$ cat src/rtl/dma_wr_arbiter.sv
// rtl/dma_wr_arbiter.sv - round-robin SDRAM write-port arbiter for NCH DMA masters, RUN_MAX beats per grant
// DMA_WR_ARB_PRIO0_EN: channel 0 becomes strict priority and preempts other grants after their current beat.
module dma_wr_arbiter #(
  parameter int NCH     = 3,
  parameter int DW      = 128,
  parameter int AW      = 28,
  parameter int RUN_MAX = 16
) (
  input  logic              CLK,
  input  logic              RST_N,
  input  logic [NCH*DW-1:0] DMA_DATA,
  input  logic [NCH*AW-1:0] DMA_ADR,
  input  logic [NCH-1:0]    DMA_WR,
  output logic [NCH-1:0]    DMA_WAITREQ,
  output logic [DW-1:0]     SDRAM_WRITEDATA,
  output logic [AW-1:0]     SDRAM_ADDRESS,
  output logic              SDRAM_WRITE,
  input  logic              SDRAM_WAITREQUEST,
  output logic [NCH-1:0]    GRANT
);

  localparam int GW = (NCH > 1) ? $clog2(NCH) : 1;

  typedef enum logic {S_IDLE, S_BUSY} state_t;

  state_t        state_q, state_d;
  logic [GW-1:0] g_q, g_d;
  logic [GW-1:0] lp_q, lp_d;
  logic [7:0]    rc_q, rc_d;

  logic [NCH-1:0] req_rr;
  logic [GW:0]    idx;
  logic           found;
  logic [GW-1:0]  pick;
  logic           busy;
  logic           accept;
  logic           release_g;

  // Rotating search starting one past the last-served channel; wraps so a sole requester re-wins.
  always_comb begin
    found = 1'b0;
    pick  = '0;
    idx   = '0;
`ifdef DMA_WR_ARB_PRIO0_EN
    req_rr = DMA_WR & ~{{(NCH-1){1'b0}}, 1'b1};
`else
    req_rr = DMA_WR;
`endif
    for (int k = 1; k <= NCH; k++) begin
      idx = {1'b0, lp_q} + (GW+1)'(k);
      if (idx >= (GW+1)'(NCH)) idx = idx - (GW+1)'(NCH);
      if (!found && req_rr[idx[GW-1:0]]) begin
        found = 1'b1;
        pick  = idx[GW-1:0];
      end
    end
`ifdef DMA_WR_ARB_PRIO0_EN
    if (DMA_WR[0]) begin
      found = 1'b1;
      pick  = '0;
    end
`endif
  end

  assign busy   = (state_q == S_BUSY);
  assign accept = busy && DMA_WR[g_q] && !SDRAM_WAITREQUEST;

`ifdef DMA_WR_ARB_PRIO0_EN
  assign release_g = busy && (!DMA_WR[g_q] || (accept && (rc_q == 8'(RUN_MAX-1)))
                              || (accept && DMA_WR[0] && (g_q != '0)));
`else
  assign release_g = busy && (!DMA_WR[g_q] || (accept && (rc_q == 8'(RUN_MAX-1))));
`endif

  always_comb begin
    state_d = state_q;
    g_d     = g_q;
    lp_d    = lp_q;
    rc_d    = rc_q;
    if (!busy || release_g) begin
      if (found) begin
        state_d = S_BUSY;
        g_d     = pick;
        lp_d    = pick;
        rc_d    = 8'd0;
      end else begin
        state_d = S_IDLE;
      end
    end else if (accept) begin
      rc_d = rc_q + 8'd1;
    end
  end

  always_ff @(posedge CLK or negedge RST_N) begin
    if (!RST_N) begin
      state_q <= S_IDLE;
      g_q     <= '0;
      lp_q    <= GW'(NCH-1);
      rc_q    <= 8'd0;
    end else begin
      state_q <= state_d;
      g_q     <= g_d;
      lp_q    <= lp_d;
      rc_q    <= rc_d;
    end
  end

  // Write path is a pure mux of the granted channel: no added pipeline stage.
  always_comb begin
    SDRAM_WRITEDATA = DMA_DATA[int'(g_q)*DW +: DW];
    SDRAM_ADDRESS   = DMA_ADR[int'(g_q)*AW +: AW];
    SDRAM_WRITE     = busy && DMA_WR[g_q];
    DMA_WAITREQ     = '1;
    GRANT           = '0;
    if (busy) begin
      DMA_WAITREQ[g_q] = SDRAM_WAITREQUEST;
      GRANT[g_q]       = 1'b1;
    end
  end

endmodule

$ cat config.mk
export PLATFORM = sky130hd
export DESIGN_NAME = dma_wr_arbiter
export DESIGN_NICKNAME = d
export VERILOG_FILES = /design/src/rtl/dma_wr_arbiter.sv
export SDC_FILE = /design/constraint.sdc
export NUM_CORES = 1
export LEC_CHECK = 0
export ABC_CLOCK_PERIOD_IN_PS = 1920
export CAP_MARGIN = 20
export CORE_AREA = 10 10 237 239
export CTS_BUF_LIST = sky130_fd_sc_hd__clkbuf_16
export DETAILED_ROUTE_END_ITERATION = 10
export DIE_AREA = 0 0 247 249
export SLEW_MARGIN = 20
export SYNTH_ARGS = -nofsm -noshare
export SYNTH_HDL_FRONTEND = slang
export SYNTH_SLANG_ARGS = --single-unit
$ cat constraint.sdc
create_clock -name CLK -period 1.92 [get_ports CLK]
set_input_delay 0.288 -clock CLK [delete_from_list [all_inputs] [get_ports CLK]]
set_output_delay 0.288 -clock CLK [all_outputs]
set_load 0.01 [all_outputs]
Figure 1. Selected gate families (run 1).
(2 px per um)
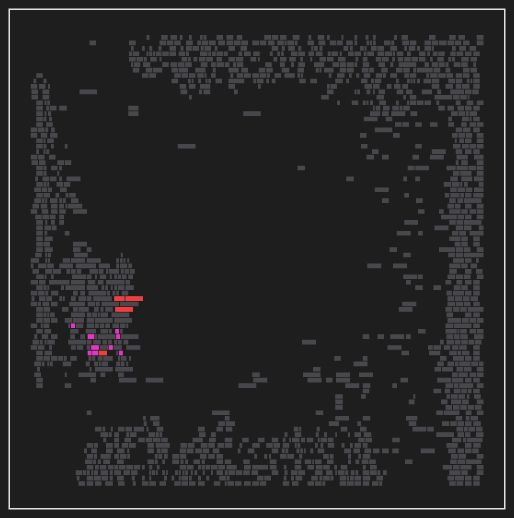
[adder and majority cells] red | cells: 4 | where: middle left
[AND and OR gates] magenta | cells: 9
fraction of area in multi-input gates: 32.3%
non-filler cells in the finished layout: 2,085
most numerous logic cell after layout: clkdlybuf4s50_1

Figure 2. Drive-strength map (run 1).
(2 px per um)
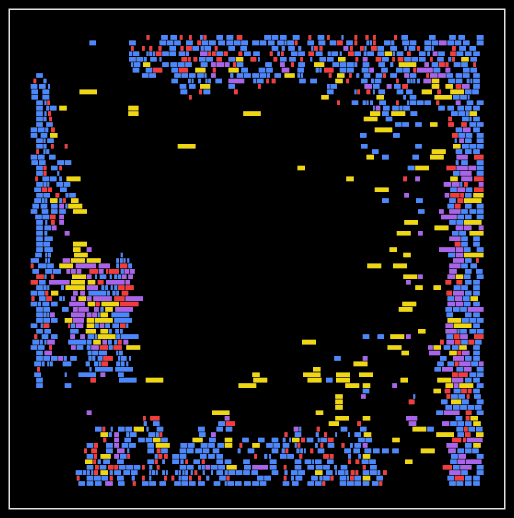
[_3 and _4 cells] purple | cells: 154 | share: 11%
[_6 and larger] yellow | cells: 155 | share: 11%
[_0 and _1 cells] blue | cells: 857 | share: 61%
[_2 cells] red | cells: 236 | share: 17%

Figure 3. Placement view (run 1).
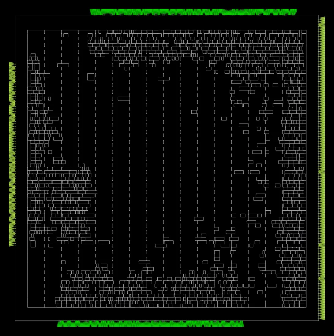
number of filler cells placed in the layout: 5,398
Taps Inserted: 680
Row Count: 83
utilization after layout: 27.8%

[run 1: cell usage after synthesis (5+ instances only)]
library cell  instances
nor2_1                6
clkbuf_1             17
buf_4                14
nand2_1             163
o21ai_0             163
nand3_1               5
dfrtp_1              11
a21oi_1               5
buf_2                23
mux2i_1             160
o21ai_1               5
inv_1                10
[run 1: registers in the layout (all words and copies together) (netlist names)]
name / cells
busy: 1
lp_q: 1
g_q: 2
rc_q: 8
[run 1: per-layer routing]
metal  GRT usage (%)  wire, um  up-vias
met5               0       117        -
met4            2.38      1050       20
met3            4.69      4710       60
met2            22.4     23500      418
met1            14.5     19300     3788
li1                -         -     3812
[run 1: critical path: cells and delay by family, from the launching register on]
family / cells / cell delay (ns)
AOI/OAI and AO/OA: 1 / 0.23
buffers and inverters: 5 / 0.87
DFF: 1 / 0.50
==> impl.org <==
* Flow results

** Pwr
- The flow reports power dissipated in combinational cells as approximately 15,000 uW.
- The clock network burns under 10% of the power.
- In this run switching power makes up 46.3% of total power.
- Flip-flop and latch power :: about 390 uW
- Top power group :: combinational logic
- Static power due to leakage :: 0.00573 uW
- The highest supply drop recorded on VDD is roughly 0.00063 V.
- Pwr/cell area :: 1070 nW/um2

** Critical path
- Data arrival, critical path :: between 1.5 and 2 ns
- Slack of the worst reg-to-reg path :: -0.16 ns
- Slowest library cell on the worst path :: dfrtp_4
- Per STA, the highest per-stage delay on the worst path measures around 0.50 ns.

** Clock network
- According to the CTS report, the clock sink count is 12.
- Number of resized instances in the post-cts repair step :: between 300 and 400
- CTS root buffer :: clkbuf_16
- Number of buffers inserted for hold repair after clock tree synthesis :: 0

** Outcome
- The final reports fail on negative setup slack.
- Status :: finished with violations

** Final layout
- Antenna fix cells :: 3
- Flip-flops :: 12
- Most frequently placed logic cells in the final layout :: clkdlybuf4s50_1, mux2i_1, buf_2, nand2_1
- Layout Area Growth over Synthesis :: 243%
- In the final layout, the share of cells above drive strength 1 is about two fifths.
- Non-clock buffer share :: 58.6%

** Final timing
- Worst Hold Slack :: ~0.44 ns
- Post-layout worst setup margin :: -0.341 ns
- Derived from the worst setup path, the maximum achievable clock frequency is approximately 440 MHz.
- Final period demand of the worst path :: between 2 and 2.5 ns
- Setup-failing EPs final :: 166
- Setup repair after global routing could not meet its margin everywhere.
- Part of the cycle the worst path needs :: 118%

** Placement
- Number of input and output port buffers inserted :: roughly 640

** Drt
- Number of design rule violations left after detail routing :: 0

** Floorplanning
- Floorplan-stage core utilization :: a little over 8%

** Yosys
- For reference, simple AND, OR, NAND and NOR cells occupy 19.8% of the area reported after synthesis.
- Total number of yosys warnings :: 0
- Share of Yosys cell area claimed by the top area cell type :: about two fifths
Power figures rest on the tool's default switching activity, not on a simulated workload.
